<file path="src/rtl/sd_bch_frame_sequencer.sv">
// sd_bch_frame_sequencer: drives BCH decoder counter controls per codeword; SD_BCH_SEQ_FLUSH_EN adds a drain phase
module sd_bch_frame_sequencer #(
  parameter int PARALLELISM = 4,
  parameter int CW_LEN      = 1020,
  parameter int GF_LEN      = 10,
  parameter int SETTLE_CYC  = 3,
  parameter int FLUSH_CYC   = 16
) (
  input  logic              clk,
  input  logic              Arst_n,
  input  logic              start,
  input  logic [7:0]        num_cw,
  input  logic              stall,
  input  logic              abort,
  output logic              ctr_Srst,
  output logic              ctr_en,
  output logic              ctr_init,
  output logic              ctr_stim_Srst,
  output logic [GF_LEN-1:0] out_clk_cnt,
  output logic [7:0]        cw_idx,
  output logic              busy,
  output logic              done
);
  localparam int OP_CLK_CYCLE = (CW_LEN + PARALLELISM - 1) / PARALLELISM;
  localparam logic [GF_LEN-1:0] LAST_BEAT = GF_LEN'(OP_CLK_CYCLE - 1);
  localparam int SW = $clog2(SETTLE_CYC + 1) + 1;
`ifdef SD_BCH_SEQ_FLUSH_EN
  localparam bit FLUSH_EN = 1'b1;
`else
  localparam bit FLUSH_EN = 1'b0;
`endif
  localparam int DRAIN_CYC = FLUSH_EN ? FLUSH_CYC : 0;
  typedef enum logic [2:0] {
    IDLE, SRST, SETTLE, PRIME, RUN,
`ifdef SD_BCH_SEQ_FLUSH_EN
    FLUSH,
`endif
    DONE
  } state_t;
  state_t            state_q, state_d;
  logic [7:0]        ncw_q, ncw_d;
  logic [SW-1:0]     scnt_q, scnt_d;
  logic              srst_q, srst_d, en_q, en_d, init_q, init_d, stim_q, stim_d;
  logic              busy_q, busy_d, done_q, done_d;
  logic [GF_LEN-1:0] cnt_q, cnt_d;
  logic [7:0]        cw_q, cw_d;
  logic              wrap, go_prime, go_done;
`ifdef SD_BCH_SEQ_FLUSH_EN
  localparam int FW = $clog2(FLUSH_CYC + 1) + 1;
  logic [FW-1:0]     fcnt_q, fcnt_d;
`endif
  assign wrap          = cnt_q == LAST_BEAT;
  assign ctr_Srst      = srst_q;
  assign ctr_en        = en_q;
  assign ctr_init      = init_q;
  assign ctr_stim_Srst = stim_q;
  assign out_clk_cnt   = cnt_q;
  assign cw_idx        = cw_q;
  assign busy          = busy_q;
  assign done          = done_q;
  // next state and next registered outputs; the beat counter only moves on cycles that will carry ctr_en
  always_comb begin
    state_d  = state_q;
    ncw_d    = ncw_q;
    scnt_d   = '0;
    srst_d   = 1'b0;
    en_d     = 1'b0;
    init_d   = 1'b0;
    stim_d   = 1'b0;
    done_d   = 1'b0;
    cnt_d    = cnt_q;
    cw_d     = cw_q;
    go_prime = 1'b0;
    go_done  = 1'b0;
`ifdef SD_BCH_SEQ_FLUSH_EN
    fcnt_d   = '0;
`endif
    if (abort && state_q != IDLE) begin
      state_d = IDLE;
      srst_d  = 1'b1;
      cnt_d   = '0;
      cw_d    = '0;
    end else begin
      case (state_q)
        IDLE: if (start && OP_CLK_CYCLE != 0) begin
          ncw_d = num_cw;
          if (num_cw == 8'd0) go_done = 1'b1;
          else begin
            state_d = SRST;
            srst_d  = 1'b1;
            stim_d  = 1'b1;
          end
        end
        SRST: if (SETTLE_CYC == 0) go_prime = 1'b1; else state_d = SETTLE;
        SETTLE: begin
          scnt_d   = scnt_q + 1'b1;
          go_prime = scnt_q == SW'(SETTLE_CYC - 1);
        end
        PRIME, RUN: if (init_q && cw_q == ncw_q) begin
          go_done = DRAIN_CYC == 0;
`ifdef SD_BCH_SEQ_FLUSH_EN
          if (DRAIN_CYC != 0) begin
            state_d = FLUSH;
            en_d    = 1'b1;
          end
`endif
        end else begin
          state_d = RUN;
          en_d    = !stall;
          if (!stall) begin
            cnt_d  = wrap ? '0 : cnt_q + 1'b1;
            init_d = wrap;
            cw_d   = cw_q + {7'd0, wrap};
          end
        end
`ifdef SD_BCH_SEQ_FLUSH_EN
        FLUSH: begin
          fcnt_d  = fcnt_q + 1'b1;
          go_done = fcnt_q == FW'(DRAIN_CYC - 1);
          en_d    = !go_done;
        end
`endif
        DONE: state_d = IDLE;
        default: state_d = IDLE;
      endcase
      if (go_prime) begin
        state_d = PRIME;
        en_d    = 1'b1;
        init_d  = 1'b1;
        stim_d  = 1'b1;
        cnt_d   = '0;
        cw_d    = '0;
      end
      if (go_done) begin
        state_d = DONE;
        done_d  = 1'b1;
      end
    end
    busy_d = state_d != IDLE && state_d != DONE;
  end
  // state and output registers, cleared asynchronously
  always_ff @(posedge clk or negedge Arst_n) begin
    if (!Arst_n) begin
      state_q <= IDLE;
      ncw_q   <= '0;
      scnt_q  <= '0;
      srst_q  <= 1'b0;
      en_q    <= 1'b0;
      init_q  <= 1'b0;
      stim_q  <= 1'b0;
      busy_q  <= 1'b0;
      done_q  <= 1'b0;
      cnt_q   <= '0;
      cw_q    <= '0;
`ifdef SD_BCH_SEQ_FLUSH_EN
      fcnt_q  <= '0;
`endif
    end else begin
      state_q <= state_d;
      ncw_q   <= ncw_d;
      scnt_q  <= scnt_d;
      srst_q  <= srst_d;
      en_q    <= en_d;
      init_q  <= init_d;
      stim_q  <= stim_d;
      busy_q  <= busy_d;
      done_q  <= done_d;
      cnt_q   <= cnt_d;
      cw_q    <= cw_d;
`ifdef SD_BCH_SEQ_FLUSH_EN
      fcnt_q  <= fcnt_d;
`endif
    end
  end
endmodule
</file>
<file path="config.mk">
export PLATFORM = sky130hd
export DESIGN_NAME = sd_bch_frame_sequencer
export DESIGN_NICKNAME = d
export VERILOG_FILES = /design/src/rtl/sd_bch_frame_sequencer.sv
export SDC_FILE = /design/constraint.sdc
export NUM_CORES = 1
export LEC_CHECK = 0
export ABC_AREA = 1
export CAP_MARGIN = 20
export CORE_MARGIN = 1.5
export CORE_UTILIZATION = 40
export DETAILED_ROUTE_END_ITERATION = 10
export HOLD_SLACK_MARGIN = 0.03
export PLACE_DENSITY = 0.65
export SYNTH_ARGS = -nofsm -noshare
export SYNTH_HDL_FRONTEND = slang
export SYNTH_SLANG_ARGS = --single-unit
export TNS_END_PERCENT = 30
</file>
<file path="constraint.sdc">
create_clock -name clk -period 1.9 [get_ports clk]
set_input_delay 0.475 -clock clk [delete_from_list [all_inputs] [get_ports clk]]
set_output_delay 0.475 -clock clk [all_outputs]
set_load 0.005 [all_outputs]
</file>
Fig. 1: run 1, placed standard cells
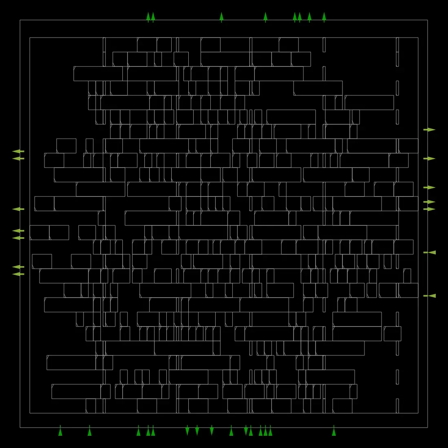
Seq/total area: 0.3289
Flop Count: 38
Fill cells: 476
core area: 5172 um2

Fig. 2: run 1, sequential cells colored by netlist name
Other sequential cells in the stronger gray, the rest of the logic in the fainter gray.
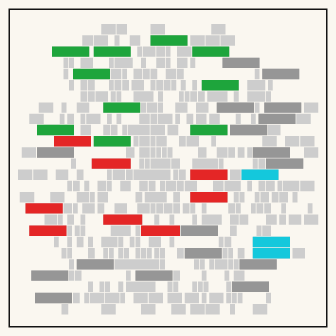
[`out_clk_cnt`] green | placed flops: 10
[`cw_idx`] red | placed flops: 8
[`state_q`] cyan | placed flops: 3
not colored: 17
register area: 954.7 um2
sequential power: 1120 uW
Final Util: 0.5612

Fig. 3: run 1, met1 routing
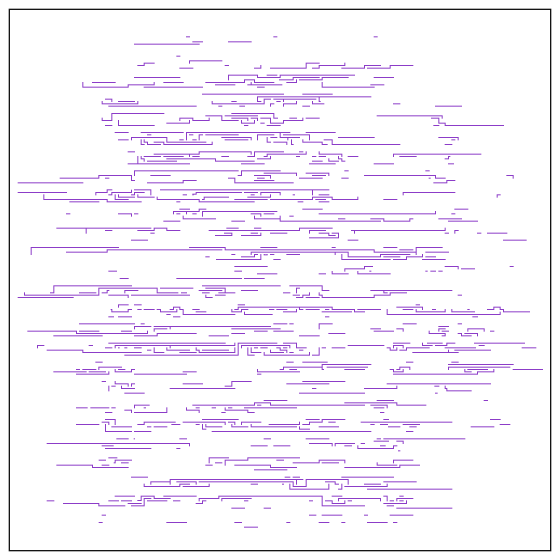
main direction: horizontal
nets with wire on the layer: 322
longest straight run: 23.9 um
wire length on this layer: 2440 um
share of all routed wire: 48%
GRT met1 Usage: 0.2496
routed via count: 1920
final WL: 5068 um

==> out/qor.csv, run 1 <==
metric,value,unit
cp_slowest_stage_delay,380,ps
inv_count,41,
dominant-cell-class,combinational gates,
clock_latency,290,ps
crit_slowest_cell,dfrtp_1,
root_buffer,clkbuf_8,
use_met2,0.3000,
power_density,1024,nW/um2
drive_above_1_share,0.2136,
p_sw,1085,uW
cp_data_arrival_time,2130,ps
final_cell_mix,"nand2_1 (67), dfrtp_1 (35), clkdlybuf4s50_1 (35)",
clk_share,0.03664,
rr_worst_depth,14,
layout.cells.non_filler,407,
yosys_register_bits,38,
synthSimpleGateAreaFrac,0.3076,
lay_top_count,nand2_1,
drv_slew,0,
setup_ws,-4.221,ps
violations,negative setup slack,
ys_warn_count,0,
worstPathCellList,inv_1 -> ha_2 -> inv_2 -> nor3_2 -> nand3_2 -> inv_2 -> ha_4 -> ha_2 -> nand2_2 -> o21ai_1 -> o21ai_1 -> nor3_1 -> nand2_1 -> o21ai_2,
status,"finished, violations left",
setup_viol,1,
synthCells,277,
min_period_over_period,1.002,
dr.max_layer_used,met4,
buf_share,0.1810,
warnings,30,
post_cts_buffers,0,
worst_setup_path_start_kind,flop,
yosys_area,2176,um2
hold_buffers,0,
hold_path.class,primary input to async pin,
path_clk_slew,80,ps
worst_r2r_startpoint,out_clk_cnt[0],
fin_total_pwr,2971,uW
placed_cell_area,2730,um2
die_x,76.76,um
top_area_cell,dfrtp_1,
==> run 2, diff against run 1 <==
Settings changed: CELL_PAD_IN_SITES_DETAIL_PLACEMENT set to 1, CELL_PAD_IN_SITES_GLOBAL_PLACEMENT set to 2, CORE_UTILIZATION 40 to 27, PLACE_DENSITY 0.65 to 0.74, REMOVE_ABC_BUFFERS set to 1.
Fig. 4: run 2, met1 routing
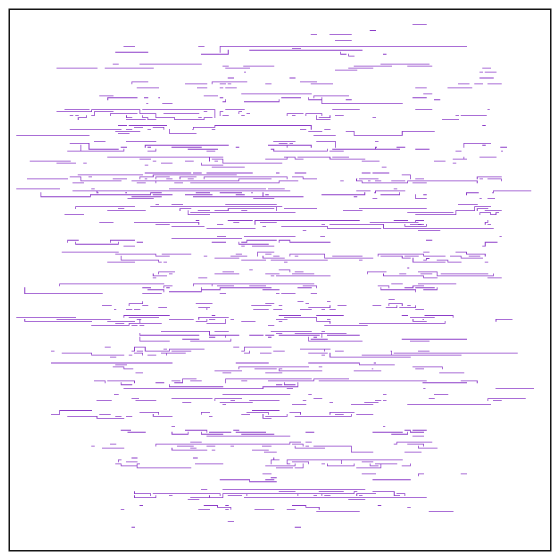
main direction: horizontal
nets with wire on the layer: 341
routed via count: 2060
final WL: 6221 um
GRT met1 Usage: 0.1955

==> out/qor.csv, run 2 <==
metric,value,unit,change
status,"finished, violations left",,
violations,negative setup slack,,
setup_ws,-46.36,ps,-42.14 ps
synthCells,277,,unchanged
drive_above_1_share,0.2363,,+0.02266
pg_seq,1120,uW,about the same
use_met2,0.2597,,-0.04027
path_clk_slew,80,ps,about the same
final_cell_mix,"nand2_1 (67), dfrtp_1 (36), clkdlybuf4s50_1 (35)",,
drv_slew,0,,unchanged
die_x,92.77,um,+21%
p_sw,1153,uW,+6.2%
setup_viol,6,,+5
dominant-cell-class,combinational gates,,
root_buffer,clkbuf_8,,
power_density,1039,nW/um2,+1.5%
synthSimpleGateAreaFrac,0.3076,,unchanged
post_cts_buffers,5,,+5
dr.max_layer_used,met4,,
yosys_area,2176,um2,unchanged
warnings,29,,-3.3%
cp_data_arrival_time,2120,ps,about the same
buf_share,0.2006,,+0.01961
fillers,946,,+99%
clk_share,0.04593,,+0.009293
coreArea,7767,um2,+50%
Fig. 5: run 2, sequential cells colored by netlist name
Other sequential cells in the stronger gray, the rest of the logic in the fainter gray.
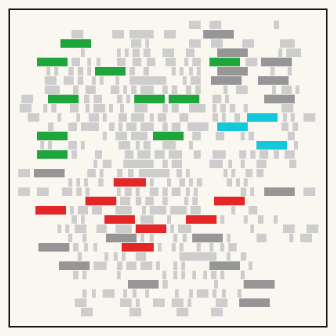
[`state_q`] cyan | placed flops: 3
[`out_clk_cnt`] green | placed flops: 10
[`cw_idx`] red | placed flops: 8
not colored: 17
register area: 953.4 um2
Seq/total area: 0.3070
Final Util: 0.3998

Power figures rest on the tool's default switching activity, not on a simulated workload.
